## src/rtl/hdc_text_pkg.sv

```systemverilog
// Shared types and ASCII constants for the text encoder controller.
package hdc_text_pkg;

    typedef enum logic [2:0] {
        StIdle,
        StClear,
        StStream,
        StFlush,
        StDone,
        StWait,
        StOut
    } textState_t;

    localparam logic [7:0] AsciiSpace  = 8'd32;
    localparam logic [7:0] AsciiLowerA = 8'd97;
    localparam logic [7:0] AsciiLowerZ = 8'd122;
    localparam logic [7:0] AsciiUpperA = 8'd65;
    localparam logic [7:0] AsciiUpperZ = 8'd90;

    localparam int unsigned MaxLettersDefault = 27;

endpackage

```

## src/rtl/text_encoder_ctrl_char_mapper.sv

```systemverilog
// Combinational ASCII-to-letter-index mapper.
// Uppercase letters map like lowercase only when TEXT_CTRL_UPPERCASE_EN is defined.
module char_mapper
    import hdc_text_pkg::*;
#(
    parameter int unsigned MAXLETTERS = MaxLettersDefault
) (
    input  logic [7:0] code,
    output logic [4:0] index,
    output logic       valid
);

    localparam logic [4:0] SpaceIdx = 5'(MAXLETTERS - 1);

    always_comb begin
        index = '0;
        valid = 1'b0;
        if (code == AsciiSpace) begin
            index = SpaceIdx;
            valid = 1'b1;
        end else if (code >= AsciiLowerA && code <= AsciiLowerZ) begin
            index = 5'(code - AsciiLowerA);
            valid = 1'b1;
        end
`ifdef TEXT_CTRL_UPPERCASE_EN
        else if (code >= AsciiUpperA && code <= AsciiUpperZ) begin
            index = 5'(code - AsciiUpperA);
            valid = 1'b1;
        end
`endif
    end

endmodule

```

## src/rtl/text_encoder_ctrl.sv

```systemverilog
// Streams ASCII text into random_index_block and sequences its clear/done/output phases.
// Optional feature macro: TEXT_CTRL_UPPERCASE_EN (handled inside char_mapper).
module text_encoder_ctrl
    import hdc_text_pkg::*;
#(
    parameter int unsigned MAXLETTERS = MaxLettersDefault,
    parameter int unsigned CNT_W      = 16,
    parameter int unsigned DONE_WAIT  = 2
) (
    input  logic             clk,
    input  logic             rst,
    input  logic             char_valid,
    input  logic [7:0]       char_data,
    input  logic             char_last,
    output logic             char_ready,
    output logic             letterReady,
    output logic [4:0]       inputLetter,
    output logic             textDone,
    output logic             rst_RI,
    output logic             vec_valid,
    input  logic             vec_ready,
    output logic [CNT_W-1:0] letter_cnt,
    output logic [CNT_W-1:0] unknown_cnt,
    output logic             busy
);

    localparam logic [3:0] WaitLast = 4'(DONE_WAIT - 1);

    textState_t state, stateNext;
    logic [3:0] waitCnt;
    logic [4:0] mapIndex;
    logic       mapValid;
    logic       accept;

    char_mapper #(
        .MAXLETTERS(MAXLETTERS)
    ) u_mapper (
        .code (char_data),
        .index(mapIndex),
        .valid(mapValid)
    );

    // char_ready is registered and only ever 1 in STREAM
    assign accept = char_valid && char_ready;

    always_comb begin
        stateNext = state;
        unique case (state)
            StIdle:   if (char_valid) stateNext = StClear;
            StClear:  stateNext = StStream;
            StStream: if (accept && char_last) stateNext = StFlush;
            StFlush:  stateNext = StDone;
            StDone:   stateNext = StWait;
            StWait:   if (waitCnt == WaitLast) stateNext = StOut;
            StOut:    if (vec_ready) stateNext = StIdle;
            default:  stateNext = StIdle;
        endcase
    end

    always_ff @(posedge clk) begin
        if (!rst) begin
            state       <= StIdle;
            char_ready  <= 1'b0;
            letterReady <= 1'b0;
            inputLetter <= '0;
            textDone    <= 1'b0;
            rst_RI      <= 1'b0;
            vec_valid   <= 1'b0;
            busy        <= 1'b0;
            letter_cnt  <= '0;
            unknown_cnt <= '0;
            waitCnt     <= '0;
        end else begin
            state       <= stateNext;
            char_ready  <= (stateNext == StStream);
            textDone    <= (stateNext == StDone);
            rst_RI      <= (stateNext != StClear);
            vec_valid   <= (stateNext == StOut);
            busy        <= (stateNext != StIdle);
            letterReady <= accept && mapValid;
            if (accept && mapValid) begin
                inputLetter <= mapIndex;
            end
            waitCnt <= (state == StWait) ? waitCnt + 4'd1 : 4'd0;

            // Counters hold their final values from DONE until the next CLEAR
            if (stateNext == StClear) begin
                letter_cnt  <= '0;
                unknown_cnt <= '0;
            end else if (accept) begin
                if (mapValid) begin
                    if (letter_cnt != '1) letter_cnt <= letter_cnt + 1'b1;
                end else begin
                    if (unknown_cnt != '1) unknown_cnt <= unknown_cnt + 1'b1;
                end
            end
        end
    end

endmodule

```

## config.mk

```make
export PLATFORM = sky130hd
export DESIGN_NAME = text_encoder_ctrl
export DESIGN_NICKNAME = d
export VERILOG_FILES = /design/src/rtl/hdc_text_pkg.sv /design/src/rtl/text_encoder_ctrl_char_mapper.sv /design/src/rtl/text_encoder_ctrl.sv
export SDC_FILE = /design/constraint.sdc
export NUM_CORES = 1
export LEC_CHECK = 0
export ABC_AREA = 1
export CAP_MARGIN = 15
export CORE_UTILIZATION = 30
export CTS_CLUSTER_SIZE = 30
export DETAILED_ROUTE_END_ITERATION = 8
export SYNTH_ARGS = -nofsm -noshare
export SYNTH_HDL_FRONTEND = slang
export SYNTH_HIERARCHICAL = 1
export SYNTH_SLANG_ARGS = --single-unit
export TNS_END_PERCENT = 100
```

## constraint.sdc

```tcl
create_clock -name clk -period 4.19 [get_ports clk]
set_clock_uncertainty 0.1 [all_clocks]
set_input_delay 0.419 -clock clk [delete_from_list [all_inputs] [get_ports clk]]
set_output_delay 0.419 -clock clk [all_outputs]
set_load 0.01 [all_outputs]
```

### Where the registers sit, run 1

Scale bar: 20 um. Other sequential cells in the stronger grey, the rest of the logic in the fainter grey.
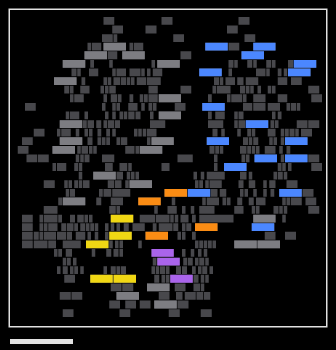
| colour | signal | placed flops |
|---|---|---|
| blue | unknown_cnt | 16 |
| yellow | inputLetter | 5 |
| orange | waitCnt | 4 |
| purple | state | 3 |

### Close-up of the layout, run 1

Region (60, 10) to (90, 40) um. Cells in grey, sequential cells in the stronger grey; small squares are vias.
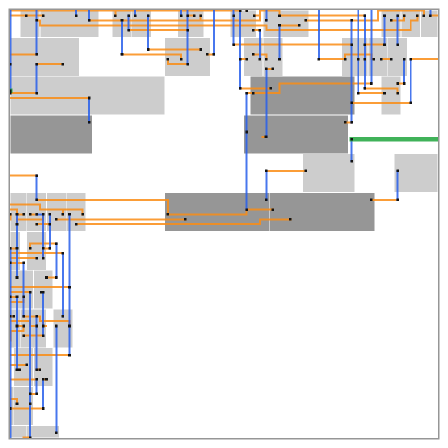
| colour | layer |
|---|---|
| orange | M1 |
| blue | M2 |
| green | M3 |
sequential cells in the window: 5
most frequent: nand2_1 (8), nor2_1 (8), inv_1 (6)
cells with their middle in the window: 39

==> impl_metrics.csv, run 1 <==
group,metric,value,unit
status,status,"finished, final reports clean",
placement,routabilityCongestion,0.8092,
die,die_w,100.0,um
clocking,cts_setup_buffers,0,
critical_path,critPathKind,"primary input to register",
global_route,first_global_vias,2414,
synth,yosysSeqAreaShare,34.74,%
sta,layout_min_cycle_time,2.426,ns
cells_and_area,lay_top_cells,"nand2_1 (122), nor2_1 (57), clkdlybuf4s50_1 (55), dfxtp_1 (50), inv_1 (40)",
cells_and_area,fin_area,3655,um^2
placement,placed_area,3548,um^2
pwr,seq_power_share,54.1,%
global_route,grt_max_degree,20,
placement,hpwl,4754,um
synth,ys_cells,413,
pwr,total_power,897.9,uW
critical_path,worstPathRequired,4.26,ns
cells_and_area,final_nets,489,
clocking,cts-root-buf,"clkbuf_8",
synth,numSynthFlops,50,
synth,netlist.area_leader.share,34.74,%
pwr,p_int,692.2,uW
### Cell sizes after repair, run 1

Scale bar: 20 um.
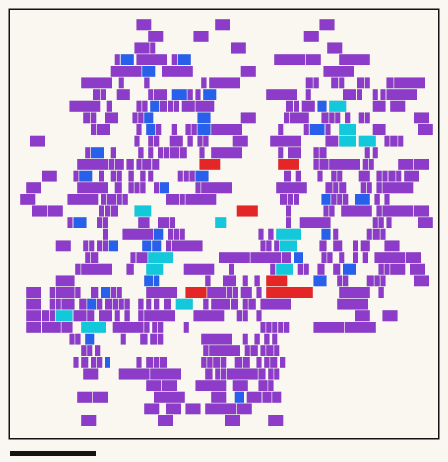
| colour | size | cells | share | most used |
|---|---|---|---|---|
| blue | x2 | 34 | 7.2% | a21oi_2 |
| red | x6 and larger | 6 | 1.3% | clkbuf_8 |
| purple | x1 and smaller | 416 | 89% | nand2_1 |
| cyan | x3 and x4 | 14 | 3.0% | nor2_4 |

[run 1: Yosys cell counts (4+ instances only)]
cell,instances
nand4_1,10
xor2_1,12
xnor2_1,5
nand3_1,22
nor2_1,57
nand2_2,11
dfxtp_1,50
nor2_2,6
nand2_1,122
inv_1,40
o21ai_0,7
a21oi_1,16
a21oi_2,12
nor2_4,9
nand3b_1,4
ha_1,7
[run 1: final timing paths]
| kind | from | to | slack, ns | depth (start not counted) |
|---|---|---|---|---|
| worst max-delay path | char_data[0] | unknown_cnt[10] | 1.76 | 12 |
| worst min-delay path | waitCnt[0] | waitCnt[0] | 0.37 | 1 |
| worst max register to register | letter_cnt[0] | letter_cnt[0] | 2.37 | 7 |
| worst min register to register | waitCnt[0] | waitCnt[0] | 0.37 | 1 |
[run 1: final cells by class]
type                       count  area [um^2]
fill                        1000         5629
multi-input combinational    314         1670
sequential                    50         1001
timing repair buffer          56        558.0
tap                          129        161.4
inverter                      42        157.7
clock buffer                   7        76.32
clock inverter                 1        30.03
[run 1: cells by family (layout without fill, tap and decap cells)]
family,count (synthesis),in the layout,share of synthesized area [%]
AND-OR/OR-AND,41,41,10.03
XOR/XNOR,17,17,5.167
adder cells (fa/ha/maj),7,7,3.039
buffers and inverters,49,106,7.295
flip-flops,50,50,34.74
AND/OR/NAND/NOR,249,249,39.73
[run 1: critical path, cell delays in order]
cell and delay [ns]:
clkdlybuf4s50_1 0.45, inv_1 0.11, ha_1 0.22, nand2_2 0.10, o21ai_4 0.16, nand3_1 0.10, inv_1 0.14, nand2_1 0.13
nor2_4 0.40, nand3_1 0.12, nand2_1 0.10, nor2_1 0.04
### Routed clock nets over the placement, run 1

Scale bar: 20 um.
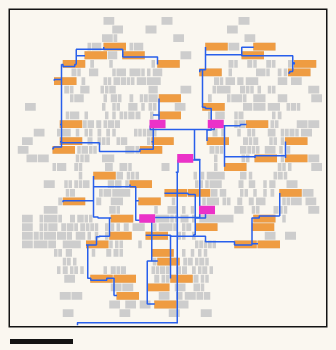

--- run 2 (diff from run 1) ---
- clock period: 4.19 -> 2.35 ns (I/O delays scaled with it)
### Routed clock nets over the placement, run 2

Scale bar: 20 um.
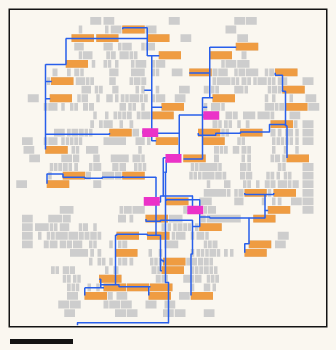
[orange] flip-flops | count: 50
[magenta] clock-net drivers | count: 5
[blue] clock wires | length: 676 um
flops lie: spread over the die
routed clock nets: 6

### Clock routing, run 2

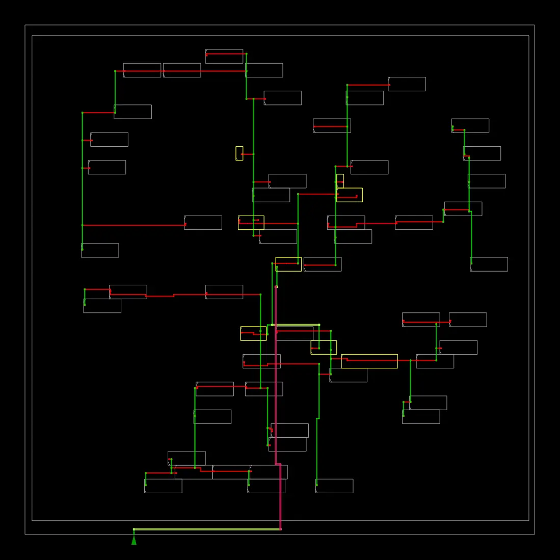
clock sinks: 50
clk pwr: 597 uW
CTS buffer count: 5

### Where the registers sit, run 2

Scale bar: 20 um. Other sequential cells in the stronger grey, the rest of the logic in the fainter grey.
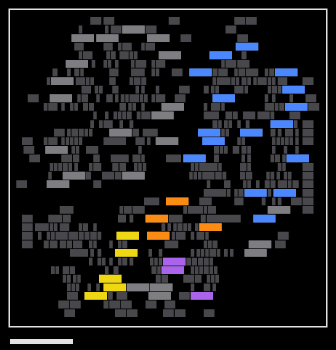
| colour | signal | placed flops |
|---|---|---|
| orange | waitCnt | 4 |
| purple | state | 3 |
| blue | unknown_cnt | 16 |
| yellow | inputLetter | 5 |
not coloured: 22

==> run 2 against run 1 <==
  * Die size is the same
  * Flip-flop count did not move
  * Critical path depth increased by 1
  * Synthesized cell count unchanged
  * Total power grew 79%
  * Clock power grew 79%
  * Combinational power up 85%
  * First-iteration DRC count is 69% higher
  * Count of clock-buffer cells in the layout unchanged
  * Critical endpoint unchanged
  * Non-clock buffer count grew 5
  * Routed wire length down 1.4%
  * Register-to-register slack got worse by 1.8 ns
==> impl_metrics.csv, run 2 <==
group,metric,value,unit
status,status,"finished, final reports clean",
sta,worstMarginPinSlew,0.3930,ns
global_route,grt_max_degree,29,
cells_and_area,lay_top_cells,"nand2_1 (122), nor2_1 (57), clkdlybuf4s50_1 (55), dfxtp_1 (50), inv_1 (40)",
cells_and_area,fillers,974,
synth,yosysSeqAreaShare,34.74,%
critical_path,cp.buffers_inverters,4,
die,die_w,100.0,um
global_route,first_global_vias,2399,
pwr,seq_power_share,53.9,%
routing,routedWlPerCell,10.18,um
synth,ys_cells,413,
synth,aoi_share,10.03,%
placement,routabilityCongestion,0.7781,
synth,mux_area_share,0,%
synth,adder_share,3.040,%
synth,ys.flop_type,"dfxtp_1",
cells_and_area,fin_area,3717,um^2
pwr,total_power,1606,uW
critical_path,worst_path_largest_cell_delay,0.46,ns
placement,placed_area,3611,um^2
clocking,cts-root-buf,"clkbuf_8",
synth,ys_types,28,
critical_path,crit_family,"buffers and inverters",
sta,layout_min_cycle_time,2.052,ns
clocking,cts_setup_buffers,0,
cells_and_area,fin_util,40.04,%
critical_path,critPathSlowestCell,"clkdlybuf4s50_1",
critical_path,worstPathRequired,2.43,ns
pwr,p_int,1238,uW
synth,simple_gate_share,39.73,%
placement,hpwl,4695,um
critical_path,regToRegSetupSlack,0.57,ns
critical_path,cp-startpoint,"char_data[1]",
synth,numSynthFlops,50,
synth,xor_share,5.167,%
synth,top_cell,"nand2_1",
critical_path,endpoint,"unknown_cnt[10]",
critical_path,r2r-end,"unknown_cnt[10]",
synth,topCombFamilyByArea,"simple AND/OR/NAND/NOR gates",
sta,max_freq,487.4,MHz
synth,netlist.area_leader.share,34.74,%
critical_path,r2r_start,"unknown_cnt[0]",
critical_path,path_depth,13,
cells_and_area,final_nets,494,
critical_path,path_cells,"clkdlybuf4s50_1 -> inv_1 -> ha_1 -> nand2_2 -> o21ai_4 -> nand3_1 -> inv_1 -> nand2_1 -> nor2_4 -> buf_12 -> nand3_1 -> nand2_1 -> nor2_1",
critical_path,critPathKind,"primary input to register",
-- run 2: cell counts after synthesis --
Identical to the previous run, type by type.
-- run 2: layout make-up --
class                   count  area [um^2]  area share (%)
flip-flops and latches     50         1001           26.93
inverters                  42        157.7           4.241
well taps                 129        161.4           4.342
repair buffers             61        620.6           16.69
multi-input cells         314         1670           44.93
clock buffers               7        76.32           2.053
clock inverters             1        30.03          0.8078
-- run 2: layer usage --
metal  GRT usage, %  wire length (um)  vias up
li1               -                 -     1424
met1          16.40              2962     1189
met2          22.18              2929       38
met5              0                 0        -
met3          2.368               208        2
met4          3.679                48        0
-- run 2: worst min-delay path by stage --
stage	startpoint	endpoint	slack, ns	cells past startpoint
after CTS	waitCnt[3]	waitCnt[3]	0.38	2
after floorplan	rst	state[1]	0.27	2
final	waitCnt[3]	waitCnt[3]	0.38	2
after global placement	waitCnt[0]	waitCnt[0]	0.35	1
after global routing	waitCnt[3]	waitCnt[3]	0.39	2
after detailed placement	waitCnt[3]	waitCnt[3]	0.37	2
-- run 2: metrics by stage --
step                setup TNS [ns]  worst slack, ns
floorplan                        0           0.5899
global route                     0           0.1302
finish                           0           0.2984
CTS                              0           0.2969
global placement                 0          0.04822
detailed placement        -0.06897         -0.02681
-- run 2: power groups by stage --
stage	combinational, uW	clock, uW	sequential (uW)
3_5_place_dp	145	0	886
6_report	144	597	866
3_3_place_gp	143	0	885
4_1_cts	145	622	866
5_1_grt	159	661	868
2_1_floorplan	79.1	0	888
-- run 2: tightest hold or removal path: stages (launching register included) --
cell and delay, ns:
dfxtp_1 0.32, inv_1 0.07, a21oi_1 0.06
Power and IR drop assume default switching activity.
